run_1/power_grid.png
Bar = 20 um. Pins as bars on the die edge.
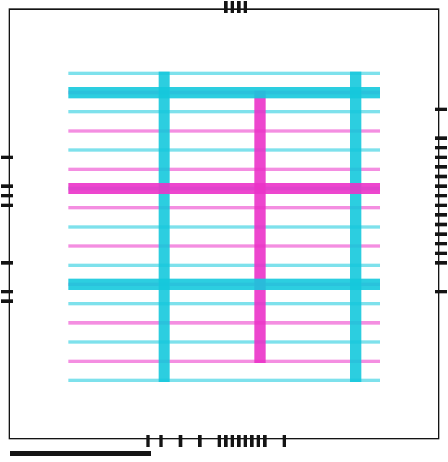
run_1/placement_by_type.png
Bar = 20 um.
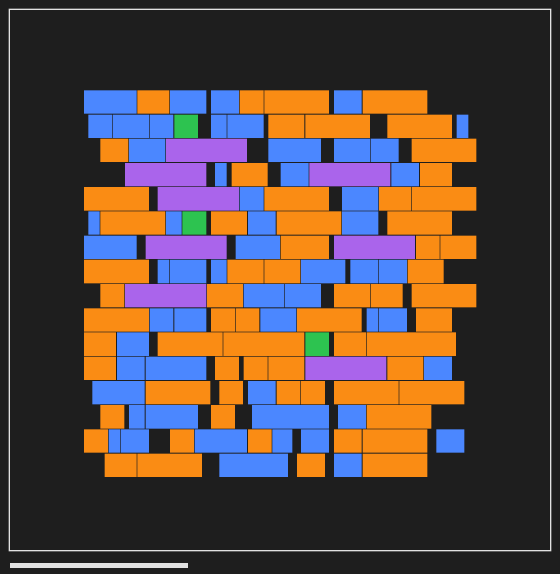
run_1/clk_routes.png
Bar = 20 um.
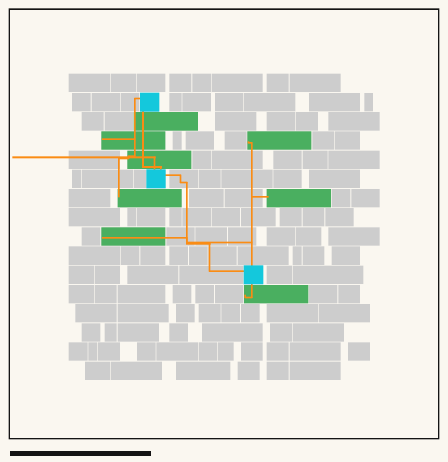
run_1/wires.png
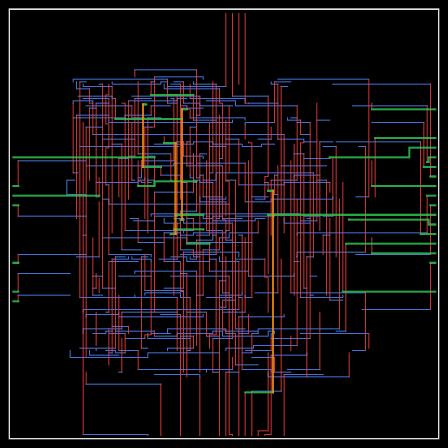
File: config.mk
export PLATFORM = sky130hd
export DESIGN_NAME = decode_control
export DESIGN_NICKNAME = d
export VERILOG_FILES = /design/src/rtl/decode_control.sv
export SDC_FILE = /design/constraint.sdc
export NUM_CORES = 1
export LEC_CHECK = 0
export CORE_MARGIN = 8
export CORE_UTILIZATION = 32
export CTS_CLUSTER_DIAMETER = 30
export DETAILED_ROUTE_END_ITERATION = 10
export PLACE_DENSITY = 0.79
export SYNTH_ARGS = -nofsm -noshare
export SYNTH_HDL_FRONTEND = slang
export SYNTH_SLANG_ARGS = --single-unit
File: constraint.sdc
create_clock -name clk -period 1.4 [get_ports clk]
set_input_delay 0.21 -clock clk [delete_from_list [all_inputs] [get_ports clk]]
set_output_delay 0.21 -clock clk [all_outputs]
set_load 0.05 [all_outputs]
File: src/rtl/decode_control.sv
// Instruction sequencer for the 4-bit CPU: steps through fetch/execute (plus address/jump
// phases for branches) and decodes the latched instruction into PC and datapath strobes.
module decode_control #(
  parameter logic HALT_EN         = 1'b1,
  parameter logic ILLEGAL_AS_HALT = 1'b0
) (
  input  logic        clk,
  input  logic        reset,
  input  logic [7:0]  instr,
  input  logic        c_flag,
  input  logic        z_flag,
  output logic        enabled_fetch,
  output logic        pc_inc,
  output logic        pc_load,
  output logic [11:0] pc_addr,
  output logic [2:0]  alu_sel,
  output logic [3:0]  imm,
  output logic        acc_we,
  output logic        flags_we,
  output logic        in_en,
  output logic        out_we,
  output logic        illegal,
  output logic        halted
);

  typedef enum logic [2:0] {
    IDLE  = 3'd0,
    FETCH = 3'd1,
    EXEC  = 3'd2,
    ADDR  = 3'd3,
    JUMP  = 3'd4,
    HALT  = 3'd5
  } state_t;

  localparam logic [2:0] ALU_PASS_B = 3'd0;
  localparam logic [2:0] ALU_ADD    = 3'd1;
  localparam logic [2:0] ALU_SUB    = 3'd2;
  localparam logic [2:0] ALU_NAND   = 3'd3;

  state_t     state;
  logic [3:0] addr_hi;
  logic       take_jmp;

  logic [3:0] op;
  logic       is_jump;
  logic       is_hlt;
  logic       is_reserved;
  logic       cond;

  assign op          = instr[7:4];
  assign is_jump     = (op >= 4'h8) && (op <= 4'hC);
  assign is_hlt      = HALT_EN && (op == 4'hF);
  assign is_reserved = (op == 4'hD) || (op == 4'hE) || ((op == 4'hF) && !HALT_EN);

  // Branch condition; only consumed in EXEC, so later flag changes cannot redirect a jump.
  always_comb begin
    // NOTE: every always_comb output gets a default first so no path leaves it unassigned (no latch).
    cond = 1'b1;
    case (op)
      4'h8:    cond = c_flag;
      4'h9:    cond = !c_flag;
      4'hA:    cond = z_flag;
      4'hB:    cond = !z_flag;
      default: cond = 1'b1;
    endcase
  end

  // NOTE: sequential state uses non-blocking assignments so all registers update together on the edge.
  always_ff @(posedge clk or posedge reset) begin
    if (reset) begin
      state    <= IDLE;
      addr_hi  <= 4'h0;
      take_jmp <= 1'b0;
    end else begin
      case (state)
        IDLE:  state <= FETCH;
        FETCH: state <= EXEC;
        EXEC: begin
          if (is_jump) begin
            state    <= ADDR;
            addr_hi  <= instr[3:0];
            take_jmp <= cond;
          end else if (is_hlt || (is_reserved && ILLEGAL_AS_HALT)) begin
            state <= HALT;
          end else begin
            state <= FETCH;
          end
        end
        ADDR:    state <= take_jmp ? JUMP : FETCH;
        JUMP:    state <= FETCH;
        HALT:    state <= HALT;
        default: state <= IDLE;
      endcase
    end
  end

  // Strobes are pure decode of the current phase; IDLE (and therefore reset) drives everything low.
  always_comb begin
    enabled_fetch = 1'b0;
    pc_inc        = 1'b0;
    pc_load       = 1'b0;
    pc_addr       = 12'h000;
    alu_sel       = ALU_PASS_B;
    imm           = (state == IDLE) ? 4'h0 : instr[3:0];
    acc_we        = 1'b0;
    flags_we      = 1'b0;
    in_en         = 1'b0;
    out_we        = 1'b0;
    illegal       = 1'b0;
    halted        = 1'b0;
    case (state)
      FETCH, ADDR: begin
        enabled_fetch = 1'b1;
        pc_inc        = 1'b1;
      end
      JUMP: begin
        pc_load = 1'b1;
        pc_addr = {addr_hi, instr};
      end
      HALT: halted = 1'b1;
      EXEC: begin
        case (op)
          4'h1: acc_we = 1'b1;
          4'h2: begin
            in_en  = 1'b1;
            acc_we = 1'b1;
          end
          4'h3: begin
            alu_sel  = ALU_SUB;
            flags_we = 1'b1;
          end
          4'h4: begin
            alu_sel  = ALU_ADD;
            acc_we   = 1'b1;
            flags_we = 1'b1;
          end
          4'h5: begin
            alu_sel  = ALU_NAND;
            acc_we   = 1'b1;
            flags_we = 1'b1;
          end
          4'h6: begin
            alu_sel  = ALU_SUB;
            acc_we   = 1'b1;
            flags_we = 1'b1;
          end
          4'h7:    out_we  = 1'b1;
          default: illegal = is_reserved;
        endcase
      end
      default: ;
    endcase
  end

endmodule
==> commit_impl_results.txt, run 1 <==
Record implementation results from latest flow run

* Clock transition at the register clock pins on the worst setup and hold paths after CTS: 60 ps
* Horizontal extent of the die: approximately 61 um
- The initialized floorplan defines 16 standard-cell rows.
* ANT cells: 0
- Most frequently used flop master after synthesis: sky130_fd_sc_hd__dfrtp_1
- Number of endpoints failing setup at the final stage: 34
* Yosys Instances: approximately 71
- Buffers inserted during clock tree synthesis total 3.
- DP Cell Count: about 150
- The count of nets left with antenna violations once routing finished came out at 0.
- The run finished, with violations left.
- The leakage component of the power was reported as about 0.73 nW.
- Flip-flop count of the largest register, all copies and words added: 4
- Violations in the final reports: negative setup slack
- The number of nets in the synthesized netlist is roughly 83.
- Critical path class: register to primary output
- Mux cell area share: roughly 8.6%
- Clk_buf instances: 3
- Clk buf depth: 2
- The final hold violation count recorded for this run is 0.
- Dominant cell type by area after synthesis: sky130_fd_sc_hd__dfrtp_1
- Yosys reported that registers with async set or reset make up 100%.
* Multi-input comb cells: 52
- Post-route standard cell area excluding fillers: 1700 um2
* Layer carrying the most global-route usage: met2
- In the final layout, multi-input gates take up 32.2% of the cell area.
* Proportion of netlist area held by the largest area contributor: between 30% and 40%
* Pre-placement core utilization: about a third
- Setup skew after layout: 8.44 ps
- The via count of the first global-routing pass is between 900 and 1,000.
- Full die area: between 3000 and 4000 um2
* Count of non-CTS buffers in the layout: ~64
- Summing all placed instances gives a cell area of approximately 1500 um2.
- Total overflow reported by the global router: 0
- Overall routing resource usage recorded by global route was 19.1%.
* Flip-flop and latch count after synthesis: 8
- Clk cell area share: 1.32%
- Number of buffers inserted by hold repair at cts: 0
* Max Fclk: 507 MHz
- Setup slack on the critical path of the routed design comes to -571 ps.
- Most used standard cells in the synthesized netlist: sky130_fd_sc_hd__and2_1 (11), sky130_fd_sc_hd__dfrtp_1 (8)
* Met2 capacity usage during global routing: between 30% and 40%
- The post-route netlist has a little over two thirds of its cells at a drive strength greater than 1.
* Worst reg2reg startpoint: state[2]$_DFF_PP0_
* Minimum setup slack after placement: -461 ps
## Picture notes: power_grid.png
Magenta marks VDD. Cyan marks VSS.
3 straps on met5. 17 met1 rails follow the rows. 3 straps on met4. The core has 16 rows. 40 signal pins sit on the boundary.

## Picture notes: placement_by_type.png
Orange marks other buffers and delay cells, cells 64, share of their area 53%. Purple marks flops, cells 8, share of their area 12%. Blue marks combinational and other logic, cells 56, share of their area 34%. Green marks clock drivers, cells 3, share of their area 1.4%.

## Picture notes: clk_routes.png
Orange marks clock wires, length 135 um. Green marks flip-flops, count 8. Cyan marks clock drivers, count 3.
There are 4 routed clock nets.

## Picture notes: wires.png
Orange marks metal 4, wire length 66.0 um. Green marks metal 3, wire length 205 um. Blue marks metal 1, wire length 1,280 um. Red marks metal 2, wire length 1,850 um.

==> run 1: critical path, cell delays in order (launching register included) <==
cell and delay, ps:
sky130_fd_sc_hd__dfrtp_1 400, sky130_fd_sc_hd__nand2b_4 160, sky130_fd_sc_hd__or3_4 330, sky130_fd_sc_hd__buf_4 150, sky130_fd_sc_hd__nor4b_4 280, sky130_fd_sc_hd__buf_12 180
==> run 1: power by group <==
part	total [mW]	switching [mW]	leakage [nW]	internal [mW]
sequential	0.438	0.0891	0.0957	0.349
clock	0.184	0.0853	0.0138	0.0986
combinational	2.49	1.32	0.621	1.17
total	3.11	1.50	0.731	1.61
==> run 1: repair_timing <==
action,4_1_cts,5_1_grt
cloned,1,0
pin swaps,4,8
endpoints found under the setup margin,27,34
resized,27,14
buffers inserted,8,4
run_1/congestion.png
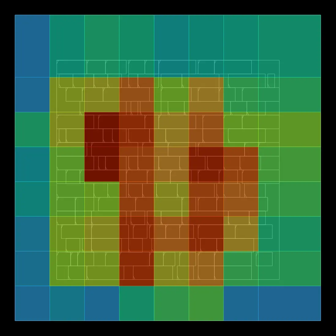

==> run 2: changes to the inputs <==
- ABC_AREA: not set -> 1
- CORE_UTILIZATION: 32 -> 33
- PLACE_DENSITY: 0.79 -> 0.8
- SLEW_MARGIN: not set -> 20
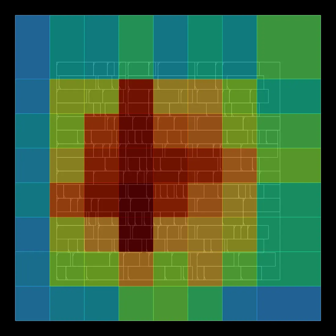
run_2/congestion.png
Util after Layout: 90.7%
post-detailed-route wirelength per cell: 21.3 um
layer carrying the most global-route usage: met2
met3 track demand over resource in global routing: 3.76%

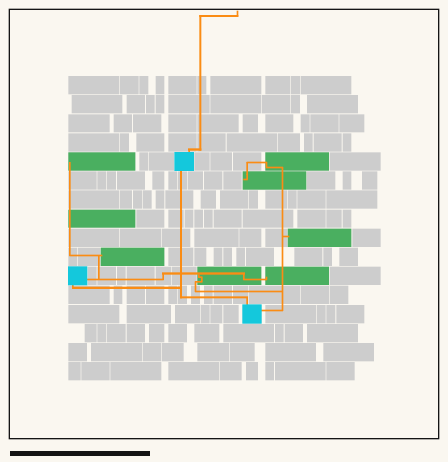
run_2/clk_routes.png
Bar = 20 um.
Green marks flip-flops, count 8. Orange marks clock wires, length 178 um. Cyan marks clock drivers, count 3.
There are 4 routed clock nets.

==> commit_impl_results.txt, run 2 <==
Record implementation results from latest flow run

* Hold Vio Cnt, Final: 0 (unchanged)
- The top flip-flop cell by instance count after synthesis is sky130_fd_sc_hd__dfrtp_1 (unchanged).
* Synthesized-area fraction occupied by xor and xnor cells: 0% (was 4.12%)
- Cell row count: 16 (unchanged)
* Critical path data arrival time: 1640 ps (was 1760 ps)
* Combinational group share of total power: 75.0% (was 80.0%)
- Cell with the largest stage delay on the worst path: sky130_fd_sc_hd__dfrtp_2 (was sky130_fd_sc_hd__dfrtp_1)
- Clock transition at the register clock pins on the worst setup and hold paths after CTS: 60 ps (about the same)
- Violations in the final reports: negative setup slack (unchanged).
- The internal power was 1.27 mW (was 1.61 mW).
- Clk cell area share: 1.28% (was 1.32%)
* Most used standard cells in the synthesized netlist: sky130_fd_sc_hd__nor2_1 (26), sky130_fd_sc_hd__inv_1 (23), sky130_fd_sc_hd__nand2_1 (16) (was sky130_fd_sc_hd__and2_1 (11), sky130_fd_sc_hd__dfrtp_1 (8))
- The multi-input combinational area share is 30.8% (was 32.2%).
- Ratio of routed vias to standard cells: 5.18 (was 5.22)
- The fraction of synthesized cell area taken by the top area cell type is 29.9% (was 31.4%).
* Sum of routed wire segments on met1: 1.48 mm (was 1.28 mm)
- The share of cell area taken by muxes after synthesis is 0% (was 8.63%).
- The number of cells after detailed placement came to 184 (was 149).
- Number of synthesized flops with an enable pin: 0 (unchanged)
- The number of setup buffers added after CTS is 4 (was 8).
- Largest reg by FF count: addr_hi (unchanged)
- The count of non-filler cells in the finished layout is 196 (was 158).
- Top delay family on crit path: simple AND/OR/NAND/NOR gates (unchanged)
* Avg Cell Area, Syn: 6.32 um2 (was 8.99 um2)
- Overall fraction of global-route tracks in use: 17.1% (was 19.1%)
- The cell resize tally after clock tree synthesis was 20 (was 27).
* Power Combinational: 2.01 mW (was 2.49 mW)
* Sequential cell fraction of total power: 17.2% (was 14.1%)
* OpenROAD warning count: 29 (unchanged)
* Critical path class: register to primary output (unchanged)
- The met2 usage came to 31.8% (was 37.3%).
* Minimum setup slack after placement: -387 ps (was -461 ps)
- Synthesized-area fraction occupied by and/or/nand/nor cells: 39.8% (was 37.3%)
- The effective utilization at floorplan was 34.5% (was 33.2%).
- The clock network power was 0.207 mW (was 0.184 mW).
- Yosys Instances: 106 (was 71)
* Number of max-cap violations: 0 (unchanged)
- The width of the die was 61.0 um (was 60.7 um).
- Number of buffers created by CTS: 3 (unchanged)
- The via count of the first global-routing pass is 956 (was 953).
- Max Fclk: 540 MHz (was 507 MHz)
- Clk_buf instances: 3 (unchanged)
* Period utilization: 132% (was 141%)
- ANT nets after route: 0 (unchanged)
- The area of placed instances is 1550 um2 (was 1480 um2).
- The clock network power share came to 7.7% (was 5.9%).
* Flip-flop and latch power: 0.461 mW (was 0.438 mW)
- The multi-input gate count is 68 (was 52).
- Worst-path cell chain: nor3_4, nand2_1, buf_4, nor2_4, buf_12 (was nand2b_4, or3_4, buf_4, nor4b_4, buf_12)
- The post-route standard cell area excluding fillers is 1760 um2 (was 1700 um2).
- Final worst-path setup slack: -451 ps (was -571 ps)
* Async set-reset flop share out of synthesis: 100% (unchanged)
- The largest area contributor in the netlist is sky130_fd_sc_hd__dfrtp_1 (unchanged).
- Count of non-CTS buffers in the layout: 63 (was 64)
- Switching portion of total power: 52.5% (was 48.1%)
- The number of storage elements in the synthesis netlist is 8 (unchanged).
- WP depth: 5 (unchanged)
* Total number of clock tree sinks: 8 (unchanged)
- ANT cells: 0 (unchanged)
- Fraction of final layout cells sized beyond drive strength 1: 62.1% (was 70.2%)
* Leakage component of the power: 0.803 nW (was 0.731 nW)
* Met1 usage: 17.4% (was 19.8%)
* Count of buffer and inverter cells on the critical path: 2 (unchanged)
- Core box area: 1940 um2 (was 1920 um2)
- Top power group: combinational logic (unchanged)
- The fraction of area in registers is 11.5% (was 11.8%).
- The class of the tightest hold or removal check is input pin to async pin (unchanged).
- Number of nets at floorplan: 118 (was 83)
- Clk buf depth: 2 (unchanged)
* Outcome: complete, but fails checks (unchanged)
- The dominant cell by count in the synthesized netlist is sky130_fd_sc_hd__nor2_1 (was sky130_fd_sc_hd__and2_1).
* Via count: 1,015 (was 825)
- Max incr delay on CP: 450 ps (was 400 ps)
- Number of endpoints failing setup at the final stage: 32 (was 34)
- The net switching power is 1.40 mW (was 1.50 mW).
- Number of buffers inserted by hold repair at cts: 0 (unchanged)
- Total overflow reported by the global router: 0 (unchanged)
* Complex Gates by Area: 9.53% (was 8.43%)
- Full die area: 3730 um2 (was 3680 um2)
- The worst clock skew on the final layout came to 1.33 ps (was 8.44 ps).
- Flip-flop count of the largest register, all copies and words added: 4 (unchanged)
[run 2: netlist changes by cell type after synthesis, sizes merged, moves of 4 or more]
cell | previous run | this run
nor2 | 4 | 28
nand3 | 0 | 8
nand2 | 2 | 19
nor2b | 4 | 0
inv | 4 | 26
and2 | 12 | 1
mux2 | 4 | 0
[run 2: worst paths after layout]
path	slack (ps)	endpoint	from
max	-450	illegal	state[0]$_DFF_PP0_
max reg2reg	-80	addr_hi[0]$_DFFE_PP0P_	state[0]$_DFF_PP0_
min reg2reg	520	addr_hi[2]$_DFFE_PP0P_	addr_hi[2]$_DFFE_PP0P_
min	210	state[0]$_DFF_PP0_	reset
min in group clk	490	take_jmp$_DFFE_PP0P_	instr[6]
max in group asynchronous	930	state[2]$_DFF_PP0_	reset
run_2/wires.png
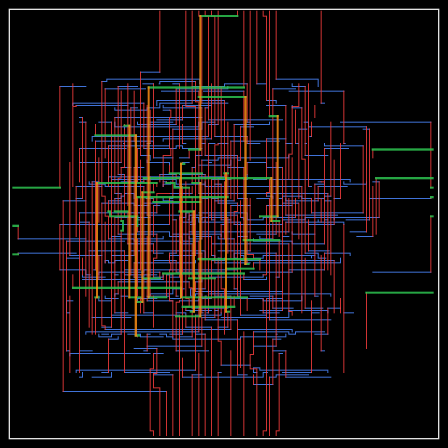

==> run 3: changes to the inputs <==
- GPL_TIMING_DRIVEN: not set -> 0
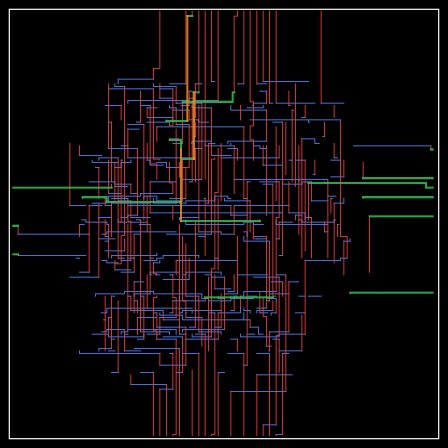
run_3/wires.png
Green marks metal 3, wire length 128 um. Orange marks metal 4, wire length 34.7 um. Red marks metal 2, wire length 1,420 um. Blue marks metal 1, wire length 842 um.

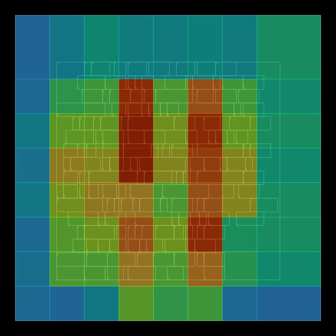
run_3/congestion.png
met2 capacity usage during global routing: 22.4%
met1 usage: 12.5%
met3 track demand over resource in global routing: 3.55%
post-detailed-route wirelength per cell: 13.4 um
Util after Layout: 74.1%

==> commit_impl_results.txt, run 3 <==
Record implementation results from latest flow run

* Outcome: complete, but fails checks (unchanged)
- Violations in the final reports: negative setup slack (unchanged).
* Number of endpoints failing setup at the final stage: 28 (was 32)
- The via count of the first global-routing pass was 790 (was 956).
- Cell with the largest stage delay on the worst path: sky130_fd_sc_hd__dfrtp_1 (was sky130_fd_sc_hd__dfrtp_2)
- Max Fclk: 569 MHz (was 540 MHz)
* Synthesized-area fraction occupied by xor and xnor cells: 0% (unchanged)
- The launching element of the worst setup path is state[1]$_DFF_PP0_ (was state[0]$_DFF_PP0_).
* Avg Cell Area, Syn: 6.32 um2 (unchanged)
* Most used standard cells in the synthesized netlist: sky130_fd_sc_hd__nor2_1 (26), sky130_fd_sc_hd__inv_1 (23), sky130_fd_sc_hd__nand2_1 (16) (unchanged)
- The longest individual stage delay on the worst path was 390 ps (was 450 ps).
- Internal cell power: 1.09 mW (was 1.27 mW)
* Full die area: 3730 um2 (unchanged)
- The register clock-pin slew on the reported worst setup and hold paths came to 60 ps (about the same).
- The width of the die came to 61.0 um (unchanged).
* Synthesized-area fraction occupied by and/or/nand/nor cells: 39.8% (unchanged)
* Flip-flop count of the largest register, all copies and words added: 4 (unchanged)
* Hold Vio Cnt, Final: 0 (unchanged)
- Pre-placement core utilization: 34.5% (unchanged)
- The launch point of the worst reg-to-reg path is state[1]$_DFF_PP0_ (was state[0]$_DFF_PP0_).
- The worst-case clock buffer depth is 2 (unchanged).
* Number of buffers created by CTS: 3 (unchanged)
* Final worst-path setup slack: -356 ps (was -451 ps)
- Cell row count: 16 (unchanged)
- Proportion of netlist area held by the largest area contributor: 29.9% (unchanged)
- Most frequently used flop master after synthesis: sky130_fd_sc_hd__dfrtp_1 (unchanged)
- Leakage component of the power: 0.692 nW (was 0.803 nW)
- ANT nets after route: 0 (unchanged)
- Postcts setup bufs: 4 (unchanged)
- Post-route standard cell area excluding fillers: 1440 um2 (was 1760 um2)
* Flip-flop and latch count after synthesis: 8 (unchanged)
- The critical path class is register to primary output (unchanged).
- The area fraction in compound gates after synthesis was 9.53% (unchanged).
* Top delay family on crit path: simple AND/OR/NAND/NOR gates (unchanged)
* Clock network fraction of design power: 8.2% (was 7.7%)
* Tightest Hold Check Type: input pin to async pin (unchanged)
* Period utilization: 125% (was 132%)
- The multi-input gate count came to 68 (unchanged).
- Power Combinational: 1.64 mW (was 2.01 mW)
-- run 3: routing by layer --
metal  up-vias  global-route usage, %  share of wire, %
met1       417                   12.5                35
met4         0                   1.99               1.4
met2        20                   22.4                59
met5         -                      0                 0
met3         7                   3.55               5.2
li1        409                      -                 -
-- run 3: how the worst max path moves through the flow --
stage,cells after the start,slack [ps],end
2_1_floorplan,6,-240,pc_addr[0]
4_1_cts,6,-330,alu_sel[1]
5_1_grt,7,-460,pc_addr[9]
3_3_place_gp,7,-1110,alu_sel[1]
3_5_place_dp,7,-1140,alu_sel[1]
6_report,6,-360,alu_sel[1]
-- run 3: through the flow --
stage	hold slack (ps)	instances	utilization, %
global placement	464	171	63.7
detailed placement	468	171	63.7
finish	199	181	74.1
global route	232	181	74.1
floorplan	25.7	106	-
CTS	212	178	69.2
Power figures rest on the tool's default switching activity, not on a simulated workload.
